congestion_map.png
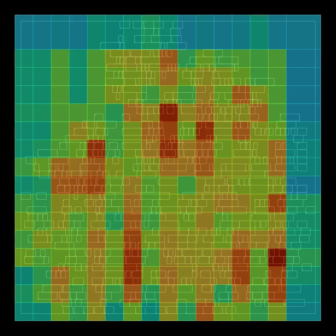
layers.png
Two of the layers only.
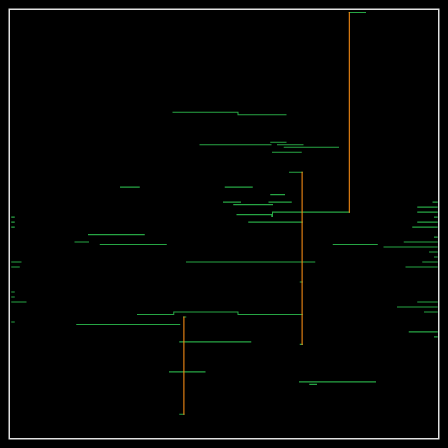
class_map.png
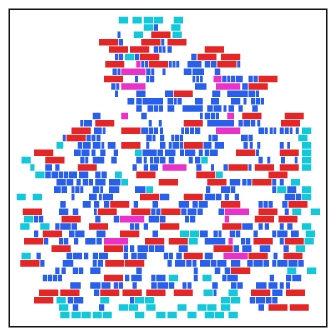
clock_wires.png
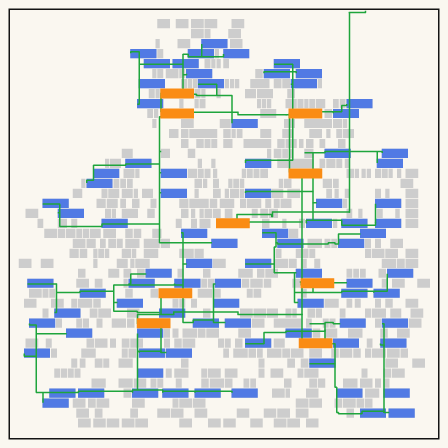
pinout.png
Pins as bars across the die edge, other pins in grey.
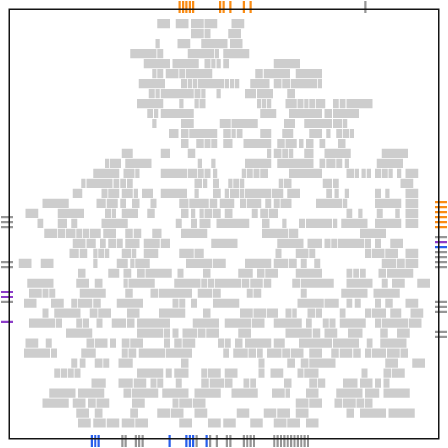
### config.mk
export PLATFORM = sky130hd
export DESIGN_NAME = collision_detector
export DESIGN_NICKNAME = d
export VERILOG_FILES = /design/src/rtl/game_pkg.sv /design/src/rtl/overlap_accum.sv /design/src/rtl/collision_detector.sv
export SDC_FILE = /design/constraint.sdc
export NUM_CORES = 1
export LEC_CHECK = 0
export CAP_MARGIN = 20
export CORE_MARGIN = 2
export CORE_UTILIZATION = 35
export CTS_CLUSTER_DIAMETER = 80
export DETAILED_ROUTE_END_ITERATION = 7
export HOLD_SLACK_MARGIN = 0.15
export PLACE_DENSITY = 0.58
export SKIP_LAST_GASP = 1
export SYNTH_ARGS = -nofsm -noshare
export SYNTH_HDL_FRONTEND = slang
export SYNTH_HIERARCHICAL = 1
export SYNTH_SLANG_ARGS = --single-unit
### constraint.sdc
create_clock -name clk -period 4.2 [get_ports clk]
set_input_delay 0.42 -clock clk [delete_from_list [all_inputs] [get_ports clk]]
set_output_delay 0.42 -clock clk [all_outputs]
set_load 0.02 [all_outputs]
### src/rtl/game_pkg.sv
// Shared game-level constants and types used by the collision detector and its
// frame-overlap accumulator.
package game_pkg;

  localparam logic [1:0] UnBegin = 2'b00;
  localparam logic [1:0] Running = 2'b01;
  localparam logic [1:0] Dead    = 2'b10;

  localparam int ScreenW = 640;
  localparam int ScreenH = 480;

  typedef enum logic [2:0] {
    IDLE,
    SYNC,
    SCAN,
    REPORT,
    WAIT_CLEAR
  } cd_state_t;

  function automatic logic [15:0] sat_inc16(input logic [15:0] v);
    return (v == 16'hFFFF) ? v : v + 16'd1;
  endfunction

endpackage

### src/rtl/overlap_accum.sv
// Per-frame saturating overlap counter with capture of the frame's first
// overlap location and obstacle selector.
module overlap_accum
  import game_pkg::*;
(
  input  logic        clk_i,
  input  logic        rst_i,
  input  logic        clear_i,
  input  logic        overlap_i,
  input  logic        frame_end_i,
  input  logic [9:0]  xx_i,
  input  logic [8:0]  yy_i,
  input  logic [3:0]  sel_i,
  output logic [15:0] total_o,
  output logic [9:0]  first_x_o,
  output logic [8:0]  first_y_o,
  output logic [3:0]  first_sel_o
);

  logic [15:0] cnt_q, cnt_d;
  logic [9:0]  px_q, px_d;
  logic [8:0]  py_q, py_d;
  logic [3:0]  psel_q, psel_d;
  logic        first_now;

  assign first_now = overlap_i && (cnt_q == 16'd0);

  // The frame-end pixel itself may be the first overlap, so expose it directly.
  assign total_o     = overlap_i ? sat_inc16(cnt_q) : cnt_q;
  assign first_x_o   = first_now ? xx_i  : px_q;
  assign first_y_o   = first_now ? yy_i  : py_q;
  assign first_sel_o = first_now ? sel_i : psel_q;

  always_comb begin
    cnt_d  = cnt_q;
    px_d   = px_q;
    py_d   = py_q;
    psel_d = psel_q;
    if (clear_i) begin
      cnt_d = 16'd0;
    end else begin
      if (first_now) begin
        px_d   = xx_i;
        py_d   = yy_i;
        psel_d = sel_i;
      end
      if (frame_end_i) begin
        cnt_d = 16'd0;
      end else if (overlap_i) begin
        cnt_d = sat_inc16(cnt_q);
      end
    end
  end

  always_ff @(posedge clk_i) begin
    if (rst_i) begin
      cnt_q  <= 16'd0;
      px_q   <= 10'd0;
      py_q   <= 9'd0;
      psel_q <= 4'd0;
    end else begin
      cnt_q  <= cnt_d;
      px_q   <= px_d;
      py_q   <= py_d;
      psel_q <= psel_d;
    end
  end

endmodule

### src/rtl/collision_detector.sv
// Counts dino/obstacle overlap per frame while Running and raises a held
// collision request after enough consecutive hit frames.
module collision_detector
  import game_pkg::*;
#(
  parameter int HitThreshold  = 4,
  parameter int ConfirmFrames = 1
) (
  input  logic        clk,
  input  logic        rst,
  input  logic [1:0]  gamestate,
  input  logic [9:0]  xx,
  input  logic [8:0]  yy,
  input  logic        pix_valid,
  input  logic        isemptyDino,
  input  logic        isemptyObstacle,
  input  logic [3:0]  OBSSEL,
  input  logic        collide_ack,
  output logic        collide,
  output logic [15:0] hit_count,
  output logic [9:0]  hit_x,
  output logic [8:0]  hit_y,
  output logic [3:0]  hit_sel
);

  cd_state_t   state_q, state_d;
  logic [3:0]  confirm_q, confirm_d, confirm_next;
  logic        collide_q, collide_d;
  logic [15:0] hit_count_q, hit_count_d;
  logic [9:0]  hit_x_q, hit_x_d;
  logic [8:0]  hit_y_q, hit_y_d;
  logic [3:0]  hit_sel_q, hit_sel_d;

  logic        running, visible, overlap, frame_end, acc_clear;
  logic [15:0] total;
  logic [9:0]  first_x;
  logic [8:0]  first_y;
  logic [3:0]  first_sel;

  assign running   = (gamestate == Running);
  assign visible   = pix_valid && (xx < 10'(ScreenW)) && (yy < 9'(ScreenH));
  assign overlap   = visible && !isemptyDino && !isemptyObstacle;
  assign frame_end = visible && (xx == 10'(ScreenW - 1)) && (yy == 9'(ScreenH - 1));
  // Only SCAN accumulates; any other state keeps the frame counter empty.
  assign acc_clear = (state_q != SCAN) || !running;

  overlap_accum u_accum (
    .clk_i       (clk),
    .rst_i       (rst),
    .clear_i     (acc_clear),
    .overlap_i   (overlap),
    .frame_end_i (frame_end),
    .xx_i        (xx),
    .yy_i        (yy),
    .sel_i       (OBSSEL),
    .total_o     (total),
    .first_x_o   (first_x),
    .first_y_o   (first_y),
    .first_sel_o (first_sel)
  );

  assign confirm_next = (total >= 16'(HitThreshold)) ? confirm_q + 4'd1 : 4'd0;

  always_comb begin
    state_d     = state_q;
    confirm_d   = confirm_q;
    collide_d   = collide_q;
    hit_count_d = hit_count_q;
    hit_x_d     = hit_x_q;
    hit_y_d     = hit_y_q;
    hit_sel_d   = hit_sel_q;
    case (state_q)
      IDLE: begin
        confirm_d = 4'd0;
        if (running) state_d = SYNC;
      end
      SYNC: begin
        if (!running)       state_d = IDLE;
        else if (frame_end) state_d = SCAN;
      end
      SCAN: begin
        if (!running) begin
          state_d   = IDLE;
          confirm_d = 4'd0;
        end else if (frame_end) begin
          hit_count_d = total;
          if (confirm_next == 4'(ConfirmFrames)) begin
            state_d   = REPORT;
            collide_d = 1'b1;
            hit_x_d   = first_x;
            hit_y_d   = first_y;
            hit_sel_d = first_sel;
            confirm_d = 4'd0;
          end else begin
            confirm_d = confirm_next;
          end
        end
      end
      REPORT: begin
        if (collide_ack) begin
          collide_d = 1'b0;
          state_d   = WAIT_CLEAR;
        end
      end
      WAIT_CLEAR: begin
        if (!running) state_d = IDLE;
      end
      default: state_d = IDLE;
    endcase
  end

  always_ff @(posedge clk) begin
    if (rst) begin
      state_q     <= IDLE;
      confirm_q   <= 4'd0;
      collide_q   <= 1'b0;
      hit_count_q <= 16'd0;
      hit_x_q     <= 10'd0;
      hit_y_q     <= 9'd0;
      hit_sel_q   <= 4'd0;
    end else begin
      state_q     <= state_d;
      confirm_q   <= confirm_d;
      collide_q   <= collide_d;
      hit_count_q <= hit_count_d;
      hit_x_q     <= hit_x_d;
      hit_y_q     <= hit_y_d;
      hit_sel_q   <= hit_sel_d;
    end
  end

  assign collide   = collide_q;
  assign hit_count = hit_count_q;
  assign hit_x     = hit_x_q;
  assign hit_y     = hit_y_q;
  assign hit_sel   = hit_sel_q;

endmodule

==> git commit body <==
Update PnR metrics after Yosys + OpenROAD run

- Status: finished, final reports clean
* Buffers and inverters on the worst path: 1
- Counting stages on the worst path, the most repeated cell is nand3_1.
* Setup crit end: confirm_q[2]$_SDFFE_PP0P_
- Synthesis-to-finish area growth: 23.8%
- Number of buffer cells added on primary ports: 70
* Post-CTS setup buffers: 0
* Number of nets in the layout: 596
- The share of total power dissipated in combinational logic is 8.3%.
- Highest routed metal layer: met4
* Worst-path maximum fanout: 6
- Per the layout report, the design carries 1,254 filler cells.
- TritonCTS reports the number of clock sinks as 86.
- Summed over all layers, the global routing overflow is 0.
* Synthesis Warnings: 6
- Layout cell share with drive strength beyond 1: 12.4%
* Multiplexer share of the synthesized area: 12.7%
- The leakage component of the power was reported as 1.86 nW.
- Count of hold buffers inserted by post-cts repair: 0
- Top cell type's share of synthesized area: 38.8%
- Looking at the setup timing report, the critical path kind is in -> reg.
* Placed cell count: 723
* Sequential cell area: 1720 um^2
- The first global-routing pass estimated 18,800 um of wire.
* Final clock period utilization by the worst path: 88.9%
* Number of synthesized flops with an enable pin: 0
- The pin closest to its max-slew limit shows a slew of 1.00 ns.
* Switching power: 0.406 mW
* Flop share of the area: 31.3%
- Cells on Worst Hold Path: 2
* Layout clock area frac: 4.81%
* Width of the chip: 117 um
* XOR/XNOR Fraction of Synth Area: 1.18%
- Power of the combinational group: 0.140 mW
- Via count: 3,758
- During tapcell insertion the tool placed 172 well taps.
- The chip occupies 13,600 um^2.
* Post-synthesis instance area: 4440 um^2
- From the final report, the count of setup violators was given as 0.
- Per the log, the first TritonRoute iteration ended with a DRC count of 251.
- Routability-driven placement congestion ratio: 0.875
- Counting endpoints that fail hold in the final report gives 0.
- Reg clk slew, reported paths: 0.06 ns
- The H-tree was split into 3 levels.
- After layout, the worst setup slack is 0.467 ns.
- In this run, the synthesized area fraction spent on adder and majority cells is recorded as 0.846%.
* Number of antenna violations at the first check in global routing: 0
- Count of non-filler cells in the finished layout: 738
- Per the detailed placement report, the placed cell area equals 5230 um^2.
* Synth flops: 86
- Chip area in the Yosys report: 4440 um^2
* Total negative slack for setup checks: 0 ns
* HPWL Detailed: 7810 um
- Layout clock buffer count: 9
- After layout, the buffer instance count without clock buffers stands at 77.
* Vertical die dimension: 117 um
* Number of instances in the synthesized netlist: 507
* Inserted Diodes: 0
* Cells taking the most area after synthesis: dfxtp_1 (39%), nand2b_1 (6.8%), mux2_2 (6.6%)
* Logic depth of the worst setup path including buffers: 14
- Sequential elements use 38.8% of the synthesized area.
* Most area-hungry cell type in the Yosys netlist: dfxtp_1
- Setup repair after global routing left no endpoint under its margin.
* R2R Setup Slk: 0.85 ns
* Via density per instance: 5.09
- Power per standard cell area: 309 nW/um^2
* Hold Crit Start: hit_count[3]$_SDFFE_PP0P_
- Number of primary I/O pins: 71
- The number of gates resized after CTS was 0.
- The run reported a max-capacitance violation count of 0.
* WL met1: 5260 um
## Picture notes: congestion_map.png
routed wire length per instance: 15.3 um
GR Layer Usage met2: 29.2%
met3 GRT Util: 3.17%
GR peak layer: met2
core occupancy in the finished layout: 43.9%

## Picture notes: layers.png
- green: M3 (wire length 492 um)
- orange: M4 (wire length 128 um)

## Picture notes: class_map.png
- cyan: remaining buffers and delay cells (cells 77; share of their area 14%)
- blue: remaining logic cells (cells 388; share of their area 48%)
- red: sequential cells (cells 86; share of their area 33%)
- magenta: clock drivers and dummy loads (cells 15; share of their area 5.0%)

## Picture notes: clock_wires.png
- orange: clock-net drivers (count 9)
- green: clock wires (length 1,100 um)
- blue: flip-flops (count 86)
- routed clock nets: 10
- flops lie: spread over the die
clock skew after layout: 0.00729 ns
latest clock arrival within the worst-skew pair: 0.33 ns
Clock net power: 0.720 mW
Clock power frac: 42.4%

## Picture notes: pinout.png
- blue: hit_y (pins 9; direction output; edge 8 bottom, 1 right)
- orange: hit_count (pins 16; direction output; edge 10 top, 6 right)
- purple: hit_sel (pins 4; direction output; edge 3 left, 1 right)
- all pins by edge: 33 bottom, 18 right, 11 top, 9 left

Power is estimated from default activity; no workload was simulated.
